<file path="src/rtl/pulse_sched_pkg.sv">
// rtl/pulse_sched_pkg.sv - shared FSM encoding and parameter defaults for pulse_stretch_sched
package pulse_sched_pkg;

  localparam int DEF_N       = 32;
  localparam int DEF_NREQ    = 4;
  localparam int DEF_TIMEOUT = 1024;

  typedef enum logic [1:0] {
    ST_IDLE       = 2'd0,
    ST_LAUNCH     = 2'd1,
    ST_WAIT_START = 2'd2,
    ST_WAIT_END   = 2'd3
  } state_t;

endpackage

</file>
<file path="src/rtl/rr_arbiter.sv">
// rtl/rr_arbiter.sv - combinational round-robin picker, search starts just above ptr
module rr_arbiter
  import pulse_sched_pkg::*;
#(
  parameter int NREQ = DEF_NREQ
) (
  input  logic [NREQ-1:0]         pending,
  input  logic [$clog2(NREQ)-1:0] ptr,
  output logic [NREQ-1:0]         gnt,
  output logic                    valid
);

  logic [NREQ-1:0] above;
  logic [NREQ-1:0] src;

  always_comb begin
    // Requests strictly above the last served index get first chance; otherwise wrap.
    above = pending & ({NREQ{1'b1}} << ptr) & ~(NREQ'(1) << ptr);
    src   = (above != '0) ? above : pending;
    gnt   = src & (~src + NREQ'(1));
    valid = |pending;
  end

endmodule

</file>
<file path="src/rtl/pulse_stretch_sched.sv">
// rtl/pulse_stretch_sched.sv - round-robin scheduler feeding a single pulse stretcher
// Optional watchdog abort enabled by defining PULSE_SCHED_TIMEOUT_EN.
module pulse_stretch_sched
  import pulse_sched_pkg::*;
#(
  parameter int N       = DEF_N,
  parameter int NREQ    = DEF_NREQ,
  parameter int TIMEOUT = DEF_TIMEOUT
) (
  input  logic              wr_clk,
  input  logic              reset,
  input  logic [NREQ-1:0]   req,
  input  logic [NREQ*N-1:0] len,
  input  logic              pulse_en,
  output logic              pulse,
  output logic [N-1:0]      pulse_len,
  output logic [NREQ-1:0]   gnt,
  output logic [NREQ-1:0]   done,
  output logic [NREQ-1:0]   pending,
  output logic              err
);

  localparam int PW = $clog2(NREQ);

  state_t          state, state_n;
  logic [PW-1:0]   ptr, ptr_n, cur_idx;
  logic [NREQ-1:0] arb_gnt, gnt_n, done_n, pending_n;
  logic            arb_valid, pulse_n, finish, abort;
  logic [N-1:0]    len_pick, len_n;

  rr_arbiter #(.NREQ(NREQ)) u_arb (
    .pending (pending),
    .ptr     (ptr),
    .gnt     (arb_gnt),
    .valid   (arb_valid)
  );

  always_comb begin
    len_pick = '0;
    cur_idx  = '0;
    for (int i = 0; i < NREQ; i++) begin
      if (arb_gnt[i]) len_pick = len[i*N +: N];
      if (gnt[i])     cur_idx  = PW'(i);
    end
  end

`ifdef PULSE_SCHED_TIMEOUT_EN
  localparam int CW = $clog2(TIMEOUT + 1);
  logic [CW-1:0] wd_cnt;
  logic          in_wait;

  assign in_wait = (state == ST_WAIT_START) || (state == ST_WAIT_END);
  assign abort   = in_wait && (wd_cnt == CW'(TIMEOUT - 1));

  always_ff @(posedge wr_clk) begin
    if (reset) begin
      wd_cnt <= '0;
      err    <= 1'b0;
    end else begin
      wd_cnt <= in_wait ? wd_cnt + 1'b1 : '0;
      err    <= abort;
    end
  end
`else
  logic unused_timeout;
  assign unused_timeout = ^TIMEOUT;
  assign abort          = 1'b0;
  assign err            = 1'b0;
`endif

  always_comb begin
    state_n = state;
    gnt_n   = gnt;
    len_n   = pulse_len;
    ptr_n   = ptr;
    pulse_n = 1'b0;
    done_n  = '0;
    finish  = 1'b0;
    case (state)
      ST_IDLE: begin
        if (arb_valid) begin
          gnt_n   = arb_gnt;
          len_n   = len_pick;
          state_n = ST_LAUNCH;
        end
      end
      ST_LAUNCH: begin
        // A zero-length request completes here without touching the stretcher.
        if (pulse_len == '0) begin
          finish = 1'b1;
        end else begin
          pulse_n = 1'b1;
          state_n = ST_WAIT_START;
        end
      end
      ST_WAIT_START: if (pulse_en) state_n = ST_WAIT_END;
      ST_WAIT_END:   if (!pulse_en) finish = 1'b1;
      default:       state_n = ST_IDLE;
    endcase
    if (finish || abort) begin
      done_n  = gnt;
      gnt_n   = '0;
      ptr_n   = cur_idx;
      state_n = ST_IDLE;
    end
    // A new strobe in the completion cycle keeps the request outstanding.
    pending_n = (pending & ~done_n) | req;
  end

  always_ff @(posedge wr_clk) begin
    if (reset) begin
      state     <= ST_IDLE;
      pending   <= '0;
      gnt       <= '0;
      done      <= '0;
      pulse     <= 1'b0;
      pulse_len <= '0;
      ptr       <= PW'(NREQ - 1);
    end else begin
      state     <= state_n;
      pending   <= pending_n;
      gnt       <= gnt_n;
      done      <= done_n;
      pulse     <= pulse_n;
      pulse_len <= len_n;
      ptr       <= ptr_n;
    end
  end

endmodule

</file>
<file path="config.mk">
export PLATFORM = sky130hd
export DESIGN_NAME = pulse_stretch_sched
export DESIGN_NICKNAME = d
export VERILOG_FILES = /design/src/rtl/pulse_sched_pkg.sv /design/src/rtl/rr_arbiter.sv /design/src/rtl/pulse_stretch_sched.sv
export SDC_FILE = /design/constraint.sdc
export NUM_CORES = 1
export LEC_CHECK = 0
export CORE_ASPECT_RATIO = 2
export CORE_MARGIN = 10
export CORE_UTILIZATION = 67
export DETAILED_ROUTE_END_ITERATION = 8
export DONT_BUFFER_PORTS = 1
export PLACE_DENSITY = 0.91
export SETUP_SLACK_MARGIN = 0.05
export SLEW_MARGIN = 20
export SYNTH_ARGS = -nofsm -noshare
export SYNTH_HDL_FRONTEND = slang
export SYNTH_HIERARCHICAL = 1
export SYNTH_SLANG_ARGS = --single-unit
</file>
<file path="constraint.sdc">
create_clock -name wr_clk -period 5.4 [get_ports wr_clk]
set_clock_uncertainty 0.05 [all_clocks]
set_input_delay 0.54 -clock wr_clk [delete_from_list [all_inputs] [get_ports wr_clk]]
set_output_delay 0.54 -clock wr_clk [all_outputs]
set_load 0.02 [all_outputs]
</file>
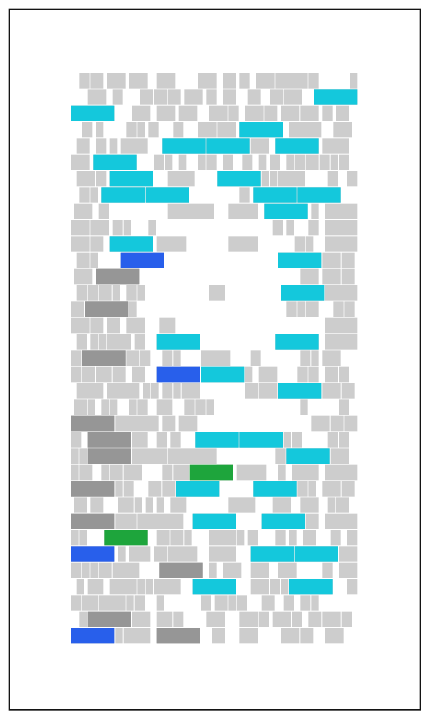
(run_1/registers.png)
(6 px per um) Other sequential cells in the stronger grey, the rest of the logic in the fainter grey.
[cyan] pulse_len | sequential cells: 32
[blue] gnt | sequential cells: 4
[green] ptr | sequential cells: 2
not coloured: 11
sequential power: 0.823 mW
flop share of the area: 31.0%
register area: 981 um2
Final Util: 69.4%

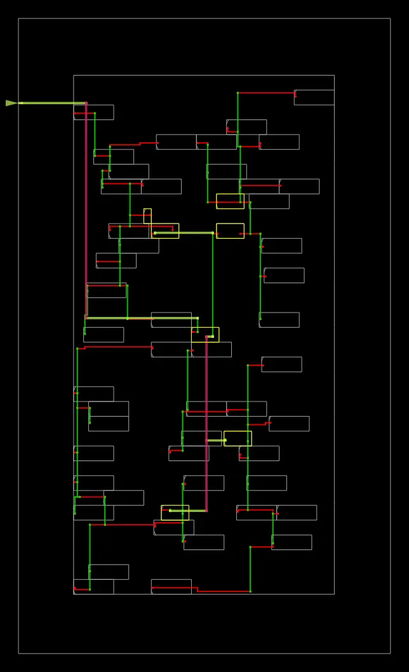
(run_1/final_clocks.png)
Latency at later pin: 0.29 ns
Clock buffer cells: 7

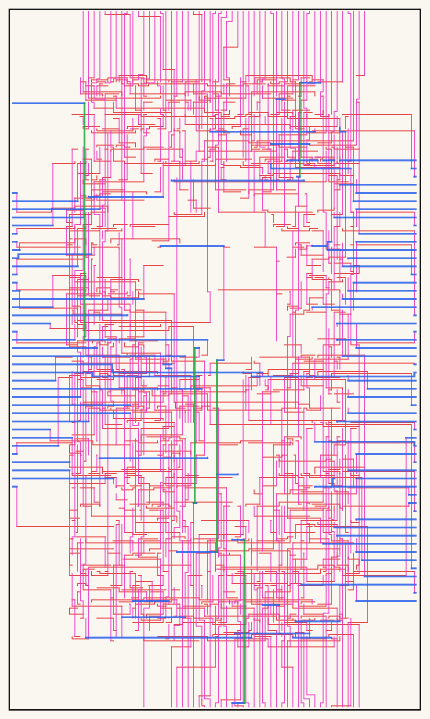
(run_1/metal_stack.png)
(6 px per um)
[magenta] met2 | wire length: 5410 um
[blue] met3 | wire length: 1150 um
[green] met4 | wire length: 140 um
[red] met1 | wire length: 3340 um
Via Count: 2898
WL/cell: 24.5 um

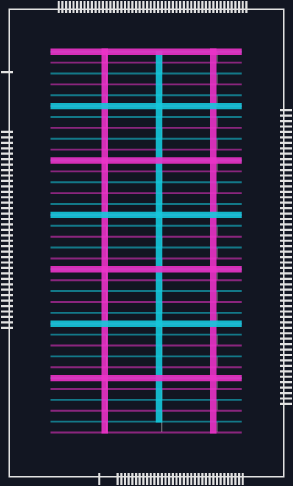
(run_1/pdn.png)
(4 px per um) Pins as bars on the die edge. Tap cells in grey.
[cyan] VDD
[magenta] VSS
met4 straps: 3
met5 straps: 7
rows: 35
chip height: 117 um
Core Region: 4550 um2
Max VDD drop: 0.000923 V
chip width: 68.3 um

run 1: layout make-up:
class	count	area, um2	area share [%]
Timing Repair Buffer	5	37.5	1.19
Inverter	14	52.6	1.66
Tap cell	55	68.8	2.18
Clock buffer	7	86.3	2.73
Multi-Input combinational cell	280	1940	61.2
Sequential cell	49	981	31.0
run 1: registers in the layout, summed over array words and instances (netlist names):
signal / cells
done: 4
gnt: 4
pending: 4
ptr: 2
pulse: 1
pulse_len: 32
state: 2
run 1: worst max-delay path, delay by kind of cell (launching register included):
family / cells / cell delay (ns)
and+or+nand+nor: 3 / 0.97
AOI/OAI and AO/OA: 4 / 0.71
DFF: 1 / 0.65
buffers and inverters: 1 / 0.39
run 1: worst min path at each step:
stage              from      endpoint  slack (ns)  cells after the start
2_1_floorplan  state[1]      state[1]        0.46                      2
3_5_place_dp   state[0]      state[0]        0.51                      2
4_1_cts           reset  pulse_len[5]        0.25                      1
5_1_grt           reset  pulse_len[9]        0.25                      1
6_report          reset  pulse_len[5]        0.27                      1
3_3_place_gp   state[0]      state[0]        0.49                      2
run 1: kinds of logic (layout without fill, tap and decap cells):
| logic type | count (synthesis) | in the layout | synth area share (%) |
|---|---|---|---|
| other cells | 1 | 1 | 0.120 |
| fa+ha+maj | 5 | 5 | 2.00 |
| buf+inv | 49 | 26 | 7.26 |
| simple gates | 144 | 144 | 25.5 |
| mux | 2 | 2 | 0.642 |
| flops | 49 | 49 | 31.4 |
| compound gates | 128 | 128 | 33.1 |
run 1: through the flow:
step	area (um2)	setup slack (ns)	std cells	hold WS, ns	total power, mW
after floorplan	3120	3.33	378	0.464	1.57
after global placement	3070	2.74	403	0.490	1.73
after detailed placement	3070	2.55	403	0.513	1.78
after CTS	3150	2.53	410	0.254	2.00
after global routing	3160	2.31	410	0.247	2.15
final	3160	2.53	410	0.266	1.99
run 1: routing by layer:
layer,GRT usage (%),share of wire (%)
met3,8.07,11
met5,0,0
met4,8.64,1.4
met1,25.6,33
met2,43.2,54
run 1: power by group through the flow:
stage | Clock [mW] | Combinational, mW | Sequential, mW
detailed placement | 0 | 0.947 | 0.833
CTS | 0.223 | 0.952 | 0.824
global route | 0.234 | 1.08 | 0.838
floorplan | 0 | 0.807 | 0.765
global placement | 0 | 0.899 | 0.830
finish | 0.217 | 0.953 | 0.823
run 1: layout by cell type, fill, tap and decap left out, types with 2 or more instances in the layout:
| master | Yosys | layout |
|---|---|---|
| nor4_2 | 6 | 6 |
| a211oi_1 | 2 | 2 |
| and2_1 | 2 | 2 |
| a221oi_1 | 23 | 23 |
| nor3_1 | 34 | 34 |
| ha_1 | 5 | 5 |
| a21oi_1 | 44 | 44 |
| nor2_2 | 4 | 4 |
| nand2b_1 | 3 | 3 |
| nor2_1 | 42 | 42 |
| o22ai_1 | 4 | 4 |
| nand2_1 | 10 | 10 |
| nor2b_1 | 36 | 35 |
| nand4_2 | 2 | 2 |
| dfxtp_1 | 49 | 49 |
| buf_4 | 2 | 5 |
| inv_1 | 13 | 13 |
| mux2i_1 | 2 | 2 |
| clkbuf_8 | 0 | 6 |
| a221oi_2 | 10 | 10 |
| o31a_1 | 32 | 32 |
| o21ai_0 | 3 | 2 |
==> GITHUB_STEP_SUMMARY, run 1 <==
## PnR job results

| Metric | Value |
|---|---|
| Status | completed |
| Number of cells in Yosys stat | 378 |
| RSZ-0062 raised after global routing | false |
| Worst slew pin tran | 0.695 ns |
| CP max stage delay | 0.65 ns |
| Max_cap viols | 0 |
| Tool Warnings | 30 |
| Static power due to leakage | 1.10 nW |
| Nets@finish | 495 |
| Crit path DAT | 3.03 ns |
| Avg Cell Area, Syn | 8.26 um2 |
| Area leader, netlist | dfxtp_1 |
| Distinct lib cells | 41 |
| Global Route Usage Sum | 24.4% |
| Slew Limit Fails | 0 |
| Fill cell count | 367 |
| Worst path slowest cell | dfxtp_1 |
| R2R setup slack | 2.53 ns |
| Final WL | 10000 um |
| Post-CTS Hold Fix Bufs | 0 |
| P_int | 1.02 mW |
| Post-DRT Antenna Nets | 0 |
| Vias/cell | 7.07 |
| Root Buffer | clkbuf_8 |
| Post-Syn Nets | 518 |
| I/O pins | 181 |
| Largest net degree at the start of global routing | 66 |
| FF-to-FF Start | pending[3] |
| Crit path DRT | 5.55 ns |
| Setup Viol. Count Final | 0 |
==> run_1/density.png <==
(4 px per um) The die is cut into 7 by 12 equal tiles; white is low, dark blue is high, 0 to 100% covered.
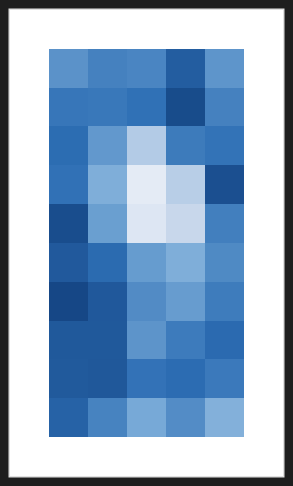

==> run 1 -> run 2 <==
--- a/config.mk
+++ b/config.mk
@@ -7,10 +7,10 @@
 export LEC_CHECK = 0
 export CORE_ASPECT_RATIO = 2
 export CORE_MARGIN = 10
-export CORE_UTILIZATION = 67
+export CORE_UTILIZATION = 58
 export DETAILED_ROUTE_END_ITERATION = 8
 export DONT_BUFFER_PORTS = 1
-export PLACE_DENSITY = 0.91
+export PLACE_DENSITY = 0.84
 export SETUP_SLACK_MARGIN = 0.05
 export SLEW_MARGIN = 20
 export SYNTH_ARGS = -nofsm -noshare
==> constraint.sdc (replaced) <==
create_clock -name wr_clk -period 2.3 [get_ports wr_clk]
set_clock_uncertainty 0.05 [all_clocks]
set_input_delay 0.23 -clock wr_clk [delete_from_list [all_inputs] [get_ports wr_clk]]
set_output_delay 0.23 -clock wr_clk [all_outputs]
set_load 0.02 [all_outputs]
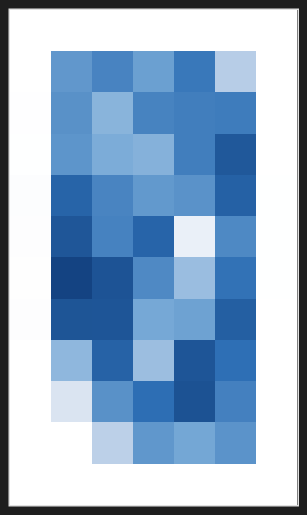
(run_2/density.png)
(4 px per um) The die is cut into 7 by 12 equal tiles; white is low, dark blue is high, 0 to 100% covered.
mean over tiles: 37%
emptiest ninth of the die: lower left
nearly empty tiles: 42%
densest ninth of the die: centre
tiles over 75% full: 17%
Core Region: 5180 um2
fp_density: 60.2%

==> run 2 against run 1 <==
  * Cell count increased by 3.9%
  * Sequential cell count unchanged
  * Worst setup slack worse by 2.3 ns
  * Critical path depth unchanged
  * Sequential share of layout area is 1.5 points lower
  * Sequential power rose by 130%
  * Synthesized cell count stayed put
  * Via count grew 2.1%
  * Global-route usage decreased by 3.4 points
  * Critical path type unchanged
  * Largest power group unchanged
==> GITHUB_STEP_SUMMARY, run 2 <==
## PnR job results

| Metric | Value |
|---|---|
| Largest register by flop count | pulse_len |
| Post-DRT Antenna Nets | 0 |
| FA/HA/MAJ Cells, Area Fraction | 2.00% |
| Chip height | 124 um |
| Delay-heaviest family, CP | AND-OR/OR-AND gates |
| Via Count | 2959 |
| Status | completed |
| CP bufs+invs | 2 |
| # rows | 37 |
| Vias/cell | 6.95 |
| Worst slew pin tran | 0.589 ns |
| Area leader, netlist | dfxtp_1 |
| I/O pins | 181 |
| Max reg flops | 32 |
| Avg Cell Area, Syn | 8.26 um2 |
| Final WL | 10100 um |
| Xor/xnor share | 0% |
| Global Route Usage Sum | 21.0% |
| Root Buffer | clkbuf_8 |
| Fill cell count | 448 |
| RSZ-0062 raised after global routing | false |
| Nets@finish | 507 |
| CP max stage delay | 0.43 ns |
| WL/cell | 23.8 um |
| Setup Viol. Count Final | 0 |
| Max_cap viols | 0 |
| Worst path slowest cell | dfxtp_2 |
| Antenna violations before repair | 0 |
| Max VDD drop | 0.00101 V |
| Tool Warnings | 30 |
| And+or+nand+nor area frac | 25.5% |
| Static power due to leakage | 1.20 nW |
| Crit path DAT | 2.28 ns |
| Max H-tree Level | 2 |
| Slew Limit Fails | 0 |
| Largest net degree at the start of global routing | 41 |
| Chip width | 71.9 um |
| Commonest Layout Cell | dfxtp_1 |
| Compound Share, Synth | 33.1% |
| Number of cells in Yosys stat | 378 |
| Most frequent cells in the layout | dfxtp_1 (47), a21oi_1 (44), nor2_1 (42) |
| Crit path DRT | 2.48 ns |
| Final Util | 64.3% |
==> run 2: netlist changes by cell type in the layout (fill, tap and decap cells not counted), sizes merged <==
cell    change
buf        +12
bufinv      +2
clkbuf      -2
clkinv      +1
==> run 2: area by class of cell <==
cell class | count | area, um2 | area share, %
Clock buffer | 5 | 68.8 | 2.06
Clock inverter | 3 | 65.1 | 1.95
Inverter | 14 | 52.6 | 1.58
Multi-Input combinational cell | 280 | 1930 | 57.8
Sequential cell | 49 | 983 | 29.5
Tap cell | 58 | 72.6 | 2.18
Timing Repair Buffer | 17 | 165 | 4.95
==> run 2: what timing repair did <==
action / in CTS / in global routing
resized: 0 / 2
hold buffers: 1 / 0
endpoints found under the hold margin: 36 / 0
endpoints found under the setup margin: 0 / 12
buffers inserted: 0 / 0
==> run 2: per-stage QoR <==
stage	cell area, um2	total power [mW]	hold WS, ns	std cells	setup slack [ns]
2_1_floorplan	3120	3.69	0.341	378	0.235
3_3_place_gp	3180	4.22	0.264	417	0.272
3_5_place_dp	3180	4.30	0.266	417	0.160
4_1_cts	3330	5.04	0.0286	426	0.140
5_1_grt	3330	5.38	0.0326	426	0.0745
6_report	3330	5.00	0.0474	426	0.202
==> run 2: power breakdown <==
part	internal, mW	switching, mW	leakage [nW]
Sequential	1.16	0.719	0.405
Clock	0.432	0.281	0.0681
Combinational	1.10	1.31	0.723
Total	2.69	2.31	1.20
==> run 2: metal layers <==
metal / vias up / routed length [um] / GRT usage (%)
li1: 1378 / - / -
met1: 1388 / 3380 / 21.2
met2: 168 / 5280 / 36.8
met3: 25 / 1200 / 9.32
met4: 0 / 269 / 8.27
met5: - / 0 / 0
==> run 2: final timing paths <==
check	from	end	slack, ns	depth (start not counted)
max reg2reg	ptr[1]	pulse_len[3]	0.20	8
min	req[0]	pending[0]	0.05	2
min reg2reg	state[1]	state[1]	0.53	2
max	ptr[1]	pulse_len[3]	0.20	8
==> run 2: kinds of logic (layout without fill, tap and decap cells) <==
kind of cell,after synthesis,count (layout)
AND/OR/NAND/NOR,144,144
multiplexers,2,2
AND-OR/OR-AND,128,128
buffers and inverters,49,39
adder cells (fa/ha/maj),5,5
flip-flops,49,49
other,1,1
Power figures rest on the tool's default switching activity, not on a simulated workload.
